==> src/rtl/pulse_timer.sv <==
// pulse_timer: measures HIGH and LOW phase durations of a serial data line
// from one-cycle edge strobes. A saturating tick counter runs inside each
// phase and is captured on the edge that ends the phase. A long LOW phase
// is reported as a line reset, and out-of-order edges are reported as errors.
module pulse_timer #(
  parameter int WIDTH        = 10,
  parameter int RESET_THRESH = 512
) (
  input  logic             i_clk,
  input  logic             i_reset,
  input  logic             i_count_enable,
  input  logic             i_rise,
  input  logic             i_fall,
  output logic [WIDTH-1:0] o_count,
  output logic [WIDTH-1:0] o_high_time,
  output logic             o_high_valid,
  output logic [WIDTH-1:0] o_low_time,
  output logic             o_bit_valid,
  output logic             o_reset_detect,
  output logic             o_sat,
  output logic             o_error
);

  typedef enum logic [1:0] {
    S_IDLE = 2'd0,
    S_HIGH = 2'd1,
    S_LOW  = 2'd2
  } state_e;

  localparam logic [WIDTH-1:0] CNT_MAX = '1;
  localparam logic [WIDTH-1:0] THRESH  = WIDTH'(RESET_THRESH);

  state_e           state_q, state_d;
  logic [WIDTH-1:0] count_q, count_d;
  logic [WIDTH-1:0] high_time_q, high_time_d;
  logic [WIDTH-1:0] low_time_q, low_time_d;
  logic             high_valid_q, high_valid_d;
  logic             bit_valid_q, bit_valid_d;
  logic             reset_detect_q, reset_detect_d;
  logic             error_q, error_d;
  logic             sat_q, sat_d;

  // Saturating increment used whenever a phase runs without an edge.
  logic [WIDTH-1:0] count_inc;
  assign count_inc = (i_count_enable && (count_q != CNT_MAX)) ? count_q + WIDTH'(1) : count_q;

  // Next-state, counter and capture decisions for the current cycle.
  always_comb begin
    // NOTE: every variable gets a default first so no path leaves it unassigned, which would infer a latch.
    state_d        = state_q;
    count_d        = count_q;
    high_time_d    = high_time_q;
    low_time_d     = low_time_q;
    high_valid_d   = 1'b0;
    bit_valid_d    = 1'b0;
    reset_detect_d = 1'b0;
    error_d        = 1'b0;

    unique case (state_q)
      S_IDLE: begin
        // Counter held at zero; a rise (even with a fall) starts a HIGH phase.
        count_d = '0;
        if (i_rise) state_d = S_HIGH;
      end
      S_HIGH: begin
        if (i_rise || i_fall) count_d = '0;
        if (i_rise && i_fall) begin
          error_d = 1'b1;
        end else if (i_fall) begin
          high_time_d  = count_q;
          high_valid_d = 1'b1;
          state_d      = S_LOW;
        end else if (i_rise) begin
          error_d = 1'b1;
        end else begin
          count_d = count_inc;
        end
      end
      S_LOW: begin
        if (i_rise || i_fall) count_d = '0;
        if (i_rise && i_fall) begin
          error_d = 1'b1;
        end else if (i_rise) begin
          low_time_d  = count_q;
          bit_valid_d = 1'b1;
          state_d     = S_HIGH;
        end else if (i_fall) begin
          error_d = 1'b1;
        end else if (count_q >= THRESH) begin
          // Line held low too long: report a line reset and wait for a rise.
          reset_detect_d = 1'b1;
          count_d        = '0;
          state_d        = S_IDLE;
        end else begin
          count_d = count_inc;
        end
      end
      default: begin
        state_d = S_IDLE;
        count_d = '0;
      end
    endcase

    sat_d = (count_d == CNT_MAX);
  end

  // State, counter and registered outputs; reset overrides every input.
  always_ff @(posedge i_clk) begin
    // NOTE: sequential state uses non-blocking assignments so all registers update from the same pre-edge values.
    if (i_reset) begin
      state_q        <= S_IDLE;
      count_q        <= '0;
      high_time_q    <= '0;
      low_time_q     <= '0;
      high_valid_q   <= 1'b0;
      bit_valid_q    <= 1'b0;
      reset_detect_q <= 1'b0;
      error_q        <= 1'b0;
      sat_q          <= 1'b0;
    end else begin
      state_q        <= state_d;
      count_q        <= count_d;
      high_time_q    <= high_time_d;
      low_time_q     <= low_time_d;
      high_valid_q   <= high_valid_d;
      bit_valid_q    <= bit_valid_d;
      reset_detect_q <= reset_detect_d;
      error_q        <= error_d;
      sat_q          <= sat_d;
    end
  end

  assign o_count        = count_q;
  assign o_high_time    = high_time_q;
  assign o_high_valid   = high_valid_q;
  assign o_low_time     = low_time_q;
  assign o_bit_valid    = bit_valid_q;
  assign o_reset_detect = reset_detect_q;
  assign o_sat          = sat_q;
  assign o_error        = error_q;

endmodule
==> config.mk <==
export PLATFORM = sky130hd
export DESIGN_NAME = pulse_timer
export DESIGN_NICKNAME = d
export VERILOG_FILES = /design/src/rtl/pulse_timer.sv
export SDC_FILE = /design/constraint.sdc
export NUM_CORES = 1
export LEC_CHECK = 0
export CORE_MARGIN = 2
export CORE_UTILIZATION = 50
export CTS_BUF_LIST = sky130_fd_sc_hd__clkbuf_2 sky130_fd_sc_hd__clkbuf_4 sky130_fd_sc_hd__clkbuf_8
export CTS_CLUSTER_DIAMETER = 50
export DETAILED_ROUTE_END_ITERATION = 10
export PLACE_DENSITY = 0.8
export SYNTH_ARGS = -nofsm -noshare
export SYNTH_HDL_FRONTEND = slang
export SYNTH_SLANG_ARGS = --single-unit
==> constraint.sdc <==
create_clock -name i_clk -period 4.96 [get_ports i_clk]
set_input_delay 0.992 -clock i_clk [delete_from_list [all_inputs] [get_ports i_clk]]
set_output_delay 0.992 -clock i_clk [all_outputs]
set_load 0.1 [all_outputs]
==> flow_metrics.py <==
# Generated from Yosys and OpenROAD reports
metrics = {
    "floorplanning": {
        "core-area_um2": 3100,
        "floorplanUtilization": 0.537,
        "rows": 20,
    },
    "sta": {
        "finClkSkew_ns": 0.0114,
        "holdWs_ns": 0.507,
        "finalHoldViolCount": 0,
        "maxClockFrequency_ghz": 0.317,
        "post-route-min-period_ns": 3.15,
    },
    "synthesis": {
        "ys_sh_mux": 0.114,
        "top_cells_by_count": "nor2_1 (40), dfxtp_1 (37), mux2i_1 (19)",
        "logic_family": "simple AND/OR/NAND/NOR gates",
        "fp_nets": 197,
        "avgSynthCellArea_um2": 8.96,
        "yosys-stat-area_um2": 1670,
        "synthFlopType": "dfxtp_1",
        "topCellsByArea": "dfxtp_1 (44%), mux2i_1 (11%), nor2_1 (9.0%), ha_1 (4.5%), a21oi_1 (3.3%)",
        "ys.flops": 37,
        "synth_area_um2": 1670,
        "most_common_cell": "nor2_1",
        "synth-compound-area-share": 0.112,
        "yosys-stat-cells": 186,
    },
    "layout": {
        "final_core_util": 0.677,
        "comb_cells": 127,
        "clk_share": 0.0345,
        "finalNonFillerCells": 260,
        "buffer_area_frac": 0.186,
        "inverters": 6,
        "final_common_cell": "nor2_1",
        "layout.nets": 227,
        "seq_area_um2": 741,
        "seq_share": 0.352,
    },
    "clocking": {
        "numCtsBuffers": 5,
        "tritoncts": "yes",
        "htreeDepth": 2,
        "clockRootBuffer": "clkbuf_4",
        "cts.repair.resized": 0,
    },
    "detailed_routing": {
        "post_drt_wl_per_cell_um": 14.7,
        "drc": 0,
        "first_iter_violations": 116,
    },
    "power_and_ir_drop": {
        "cellPowerDensity_nw_per_um2": 295,
        "p_comb_frac": 0.181,
        "clockPowerShare": 0.319,
        "seq_power_share": 0.501,
    },
    "status": {
        "status": "completed",
    },
    "global_routing": {
        "grt_use_met3": 0.0455,
        "grt_use_total": 0.221,
        "grt_busiest_layer": "met2",
        "gr-usage-met2": 0.370,
        "use_met1": 0.283,
        "grt_max_degree": 28,
    },
    "setup_path": {
        "endpoint_kind": "output pin",
        "crit_type": "reg2out",
        "endpoint": "o_count[9]",
        "rr_worst_depth": 6,
        "cpPeakStageDelay_ns": 1.22,
        "cp_slowest_cell": "clkdlybuf4s50_1",
        "cp.arrival_ns": 2.16,
        "r2r_start": "o_count[0]",
    },
    "place": {
        "placed_area_um2": 2030,
        "place.gp.congestion": 0.860,
        "pre_cts_ws_ns": 2.11,
        "numPortBuffers": 39,
    },
    "hold_path": {
        "hold_start": "o_high_time[1]",
        "hold_end": "o_high_time[1]",
        "min_path_type": "reg2reg",
    },
}
Fig. 1: PDN straps and rails
Bar = 20 um. Pins as bars on the die edge.
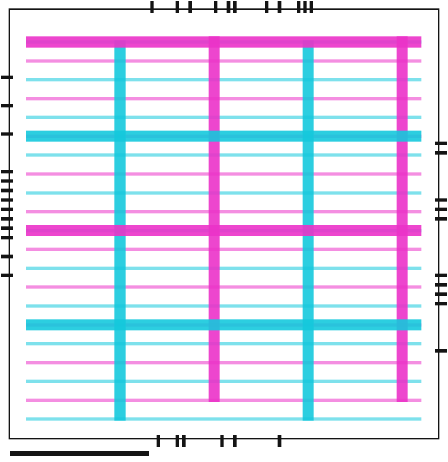
cyan -> VSS
magenta -> VDD
met5 straps = 4
rows = 20
peak supply drop: 188 uV
Die W: 61.7 um

Fig. 2: cells coloured by class
Bar = 20 um.
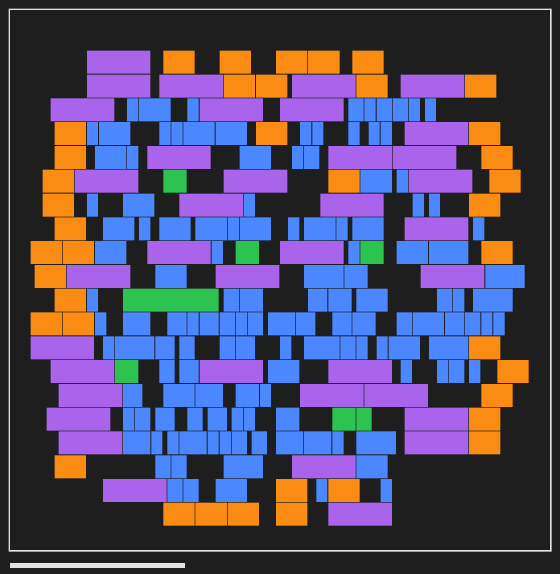
orange -> other buffers and delay cells  # cells 39
blue -> combinational and other logic  # cells 133
green -> clock drivers and dummy loads  # cells 7
purple -> flops  # cells 37

Fig. 3: clock wires, drivers and flops
Bar = 20 um.
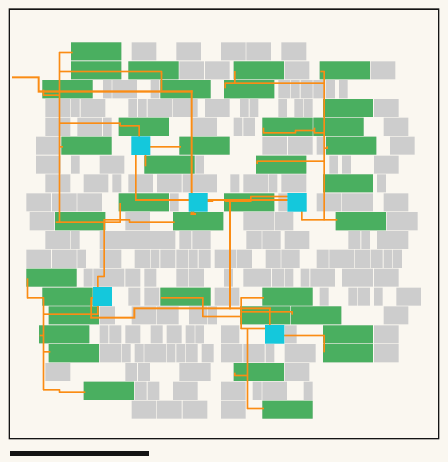
orange -> clock wires  # length 404 um
cyan -> clock drivers  # count 5
green -> flip-flops  # count 37
routed clock nets = 6
flops lie = all over the die

